**src/rtl/plot_arbiter.sv**
```systemverilog
// Round-robin arbiter for the vga_core pixel-write port, with a built-in
// clear-screen sweep that preempts all requesters.
module plot_arbiter #(
    parameter int NUM_REQ = 2,
    parameter int H_RES   = 160,
    parameter int V_RES   = 120,
    localparam int IDW    = (NUM_REQ > 1) ? $clog2(NUM_REQ) : 1
) (
    input  logic                 clk,
    input  logic                 resetn,
    input  logic                 clear_req,
    input  logic [2:0]           clear_color,
    output logic                 clear_busy,
    input  logic [NUM_REQ-1:0]   req_valid,
    input  logic [NUM_REQ*8-1:0] req_x,
    input  logic [NUM_REQ*7-1:0] req_y,
    input  logic [NUM_REQ*3-1:0] req_color,
    output logic [NUM_REQ-1:0]   req_ready,
    output logic [7:0]           x,
    output logic [6:0]           y,
    output logic [2:0]           color,
    output logic                 plot,
    output logic [IDW-1:0]       grant_id
);

    typedef enum logic {IDLE, CLEAR} state_t;

    state_t         state, state_nxt;
    logic [IDW-1:0] ptr;
    logic [IDW-1:0] gnt_idx;
    logic           gnt_found;
    logic [7:0]     sel_x;
    logic [6:0]     sel_y;
    logic [2:0]     sel_color;
    logic [7:0]     cx;
    logic [6:0]     cy;
    logic [2:0]     clr_color;
    logic           transfer;
    logic           in_range;
    logic           sweep_last;

    // Rotating priority search: iterate downward so the lowest offset from ptr wins.
    always_comb begin
        gnt_found = 1'b0;
        gnt_idx   = '0;
        for (int k = NUM_REQ - 1; k >= 0; k--) begin
            if (req_valid[(int'(ptr) + k) % NUM_REQ]) begin
                gnt_found = 1'b1;
                gnt_idx   = IDW'((int'(ptr) + k) % NUM_REQ);
            end
        end
        sel_x     = '0;
        sel_y     = '0;
        sel_color = '0;
        for (int i = 0; i < NUM_REQ; i++) begin
            if (gnt_idx == IDW'(i)) begin
                sel_x     = req_x[8*i +: 8];
                sel_y     = req_y[7*i +: 7];
                sel_color = req_color[3*i +: 3];
            end
        end
    end

    assign transfer   = |(req_valid & req_ready);
    assign in_range   = (sel_x < 8'(H_RES)) && (sel_y < 7'(V_RES));
    assign sweep_last = (cx == 8'(H_RES - 1)) && (cy == 7'(V_RES - 1));
    assign clear_busy = (state == CLEAR);

    always_ff @(posedge clk or negedge resetn) begin
        if (!resetn) state <= IDLE;
        else         state <= state_nxt;
    end

    always_comb begin
        state_nxt = state;
        case (state)
            IDLE:    if (clear_req)  state_nxt = CLEAR;
            CLEAR:   if (sweep_last) state_nxt = IDLE;
            default: state_nxt = IDLE;
        endcase
    end

    always_comb begin
        req_ready = '0;
        if (resetn && state == IDLE && !clear_req && gnt_found) begin
            for (int i = 0; i < NUM_REQ; i++) begin
                if (gnt_idx == IDW'(i)) req_ready[i] = 1'b1;
            end
        end
    end

    // Output register stage: one cycle from transfer or sweep step to plot.
    always_ff @(posedge clk or negedge resetn) begin
        if (!resetn) begin
            x         <= '0;
            y         <= '0;
            color     <= '0;
            plot      <= 1'b0;
            grant_id  <= '0;
            ptr       <= '0;
            cx        <= '0;
            cy        <= '0;
            clr_color <= '0;
        end else if (state == IDLE) begin
            if (clear_req) begin
                clr_color <= clear_color;
                cx        <= '0;
                cy        <= '0;
                plot      <= 1'b0;
            end else begin
                plot <= transfer && in_range;
                if (transfer) begin
                    ptr <= (gnt_idx == IDW'(NUM_REQ - 1)) ? '0 : gnt_idx + 1'b1;
                    // Off-screen pixels are consumed but leave the outputs untouched.
                    if (in_range) begin
                        x        <= sel_x;
                        y        <= sel_y;
                        color    <= sel_color;
                        grant_id <= gnt_idx;
                    end
                end
            end
        end else begin
            x     <= cx;
            y     <= cy;
            color <= clr_color;
            plot  <= 1'b1;
            if (cx == 8'(H_RES - 1)) begin
                cx <= '0;
                cy <= cy + 1'b1;
            end else begin
                cx <= cx + 1'b1;
            end
        end
    end

endmodule
```
**config.mk**
```make
export PLATFORM = sky130hd
export DESIGN_NAME = plot_arbiter
export DESIGN_NICKNAME = d
export VERILOG_FILES = /design/src/rtl/plot_arbiter.sv
export SDC_FILE = /design/constraint.sdc
export NUM_CORES = 1
export LEC_CHECK = 0
export ABC_AREA = 0
export CORE_MARGIN = 8
export CORE_UTILIZATION = 48
export CTS_BUF_LIST = sky130_fd_sc_hd__clkbuf_2
export DETAILED_ROUTE_END_ITERATION = 7
export PLACE_DENSITY = 0.83
export SYNTH_ARGS = -nofsm -noshare
export SYNTH_HDL_FRONTEND = slang
export SYNTH_SLANG_ARGS = --single-unit
```
**constraint.sdc**
```tcl
create_clock -name clk -period 2.4 [get_ports clk]
set_input_delay 0.48 -clock clk [delete_from_list [all_inputs] [get_ports clk]]
set_output_delay 0.48 -clock clk [all_outputs]
set_load 0.02 [all_outputs]
```
registers.png
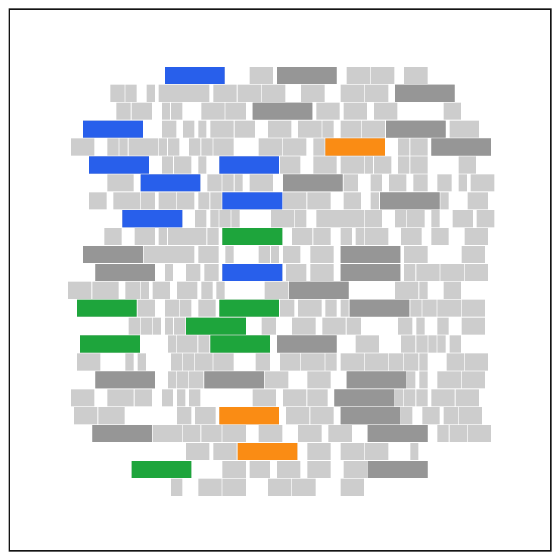
- orange: `color` (flops 3)
- green: `cy` (flops 7)
- blue: `cx` (flops 8)
- not colored: 22

==> flow_metrics.tcl <==
# yosys + openroad results
set metrics [dict create \
    crit_arrival_ns 1.78 \
    grt-busiest-layer "met2" \
    rrSetupSlack_ns 0.36 \
    synth.cell_area_um2 2090 \
    dpl_cell_area_um2 2950 \
    r2r_start "clear_busy$_DFF_PN0_" \
    drt-wirelength-per-cell_um 18.1 \
    grtUsageMet1_pct 24.0 \
    outcome "complete, no violations" \
    clock.fmax_mhz 443 \
    drv_slew 0 \
    ys_sh_simple_pct 19.9 \
    chipWidth_um 82.0 \
    p_sw_share_pct 39.3 \
    finish.utilization_pct 70.3 \
    drtIter0Drc 168 \
    htree_levels 2 \
    crit_family "buffers and inverters" \
    p_switching_mw 1.07 \
    track_usage_pct 19.7 \
    cp_max_fo 31 \
    synthAdderAreaFrac_pct 1.20 \
    fin_crit_sh_pct 94.1 \
    syn_inst 204 \
    syn2layout_area_growth_pct 43.2 \
    internal_power_mw 1.65 \
    async_flop_share_pct 100 \
    ys_dominant_reg_cell "dfrtp_1" \
    p_leak_nw 1.26 \
    start_kind "flip-flop" \
    globalRouteMet3Util_pct 3.50 \
    grt_pass1_wl_um 10100 \
    drc 0 \
    rsz0062_at_grt "false" \
    tightest_slew_ns 0.962 \
    synth_cell_type_count 42 \
    drtPass1Iterations 4 \
    common_cells "dfrtp_1 (40), nand2_1 (23), a221o_1 (18), nand3_1 (14)" \
    p_per_area_nw_per_um2 906 \
    critical_path_class "flip-flop to output pin" \
    cp.required_ns 1.92 \
    relSlewSlack_pct 35.6 \
]
met2.png
The bar under the picture is 20 µm long.
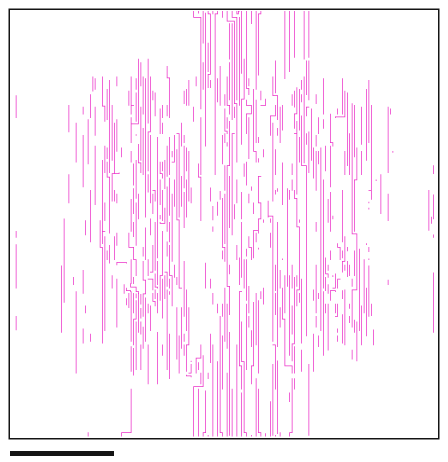
- share of all routed wire: 50%
- wire length on this layer: 3100 µm
- nets with wire on the layer: 286
- main direction: vertical
met2 GRT Util: 33.1%
vias after detailed routing: 2013
total wire length: 6230 µm

## metal layers
metal | routed length [µm] | vias up
li1 | - | 956
met1 | 2610 | 978
met2 | 3100 | 67
met3 | 364 | 12
met4 | 156 | 0
met5 | 0 | -
## power groups by stage
stage	Clock (mW)	Combinational (mW)	Sequential, mW
CTS	0.295	1.18	1.24
global route	0.317	1.28	1.30
finish	0.293	1.17	1.25
global placement	0	1.13	1.24
detailed placement	0	1.17	1.26
floorplan	0	0.518	1.35
## registers in the layout, summed over array words and instances, names as in the netlist
register / count
cx: 8
x: 8
cy: 7
y: 7
clr_color: 3
color: 3
clear_busy: 1
grant_id: 1
plot: 1
ptr: 1
## stage by stage
| stage | setup WS (ns) | setup TNS, ns | total power [mW] | hold WS (ns) | instances |
|---|---|---|---|---|---|
| CTS | 0.0530 | 0 | 2.72 | 0.184 | 345 |
| finish | 0.142 | 0 | 2.72 | 0.179 | 345 |
| floorplan | 0.679 | 0 | 1.86 | 0.184 | 204 |
| global route | 0.0158 | 0 | 2.90 | 0.188 | 345 |
| global placement | -0.115 | -1.66 | 2.38 | 0.342 | 336 |
| detailed placement | -0.228 | -3.14 | 2.43 | 0.345 | 336 |
## worst max path at each step
stage	start	to	slack [ns]	cells after the start
2_1_floorplan	clear_busy$_DFF_PN0_	y[3]$_DFFE_PN0P_	0.68	6
3_3_place_gp	req_valid[0]	y[0]$_DFFE_PN0P_	-0.12	6
3_5_place_dp	req_valid[0]	y[1]$_DFFE_PN0P_	-0.23	7
4_1_cts	clear_busy$_DFF_PN0_	clear_busy	0.05	2
5_1_grt	req_valid[0]	y[0]$_DFFE_PN0P_	0.02	7
6_report	clear_busy$_DFF_PN0_	clear_busy	0.14	2
## logic make-up (layout without fill, tap and decap cells)
logic type	count (synthesis)	after routing
and+or+nand+nor	75	75
adders and majority gates	2	2
AOI/OAI and AO/OA	69	69
muxes	3	3
buffers and inverters	11	100
xor gates and xnor gates	4	4
DFF	40	40
## placed cells by master, fill, tap and decap left out, types with 3 or more instances in the layout
master,count
nor2b_1,4
a221o_1,18
nand2b_1,4
o22ai_1,4
nand2_1,23
o21ai_0,10
clkbuf_2,5
dfrtp_1,40
o21ai_1,12
mux2_2,3
and2_1,6
nor2_1,10
clkdlybuf4s50_1,63
buf_4,19
nand3_1,14
a22o_1,12
## layout make-up
class                           count  area (µm²)  area share, %
Multi-Input combinational cell    153        1040           34.7
Timing Repair Buffer               88         837           27.9
Clock inverter                      3        13.8          0.459
Inverter                            4        15.0          0.501
Clock buffer                        5        25.0          0.835
Sequential cell                    40        1000           33.4
Tap cell                           52        65.1           2.17
## what timing repair did
item | CTS | global route
endpoints found under the hold margin | 5 | 0
pin swaps | 0 | 0
hold buffers | 1 | 0
endpoints found under the setup margin | 2 | 1
resized | 2 | 1
Power is estimated from default activity; no workload was simulated.
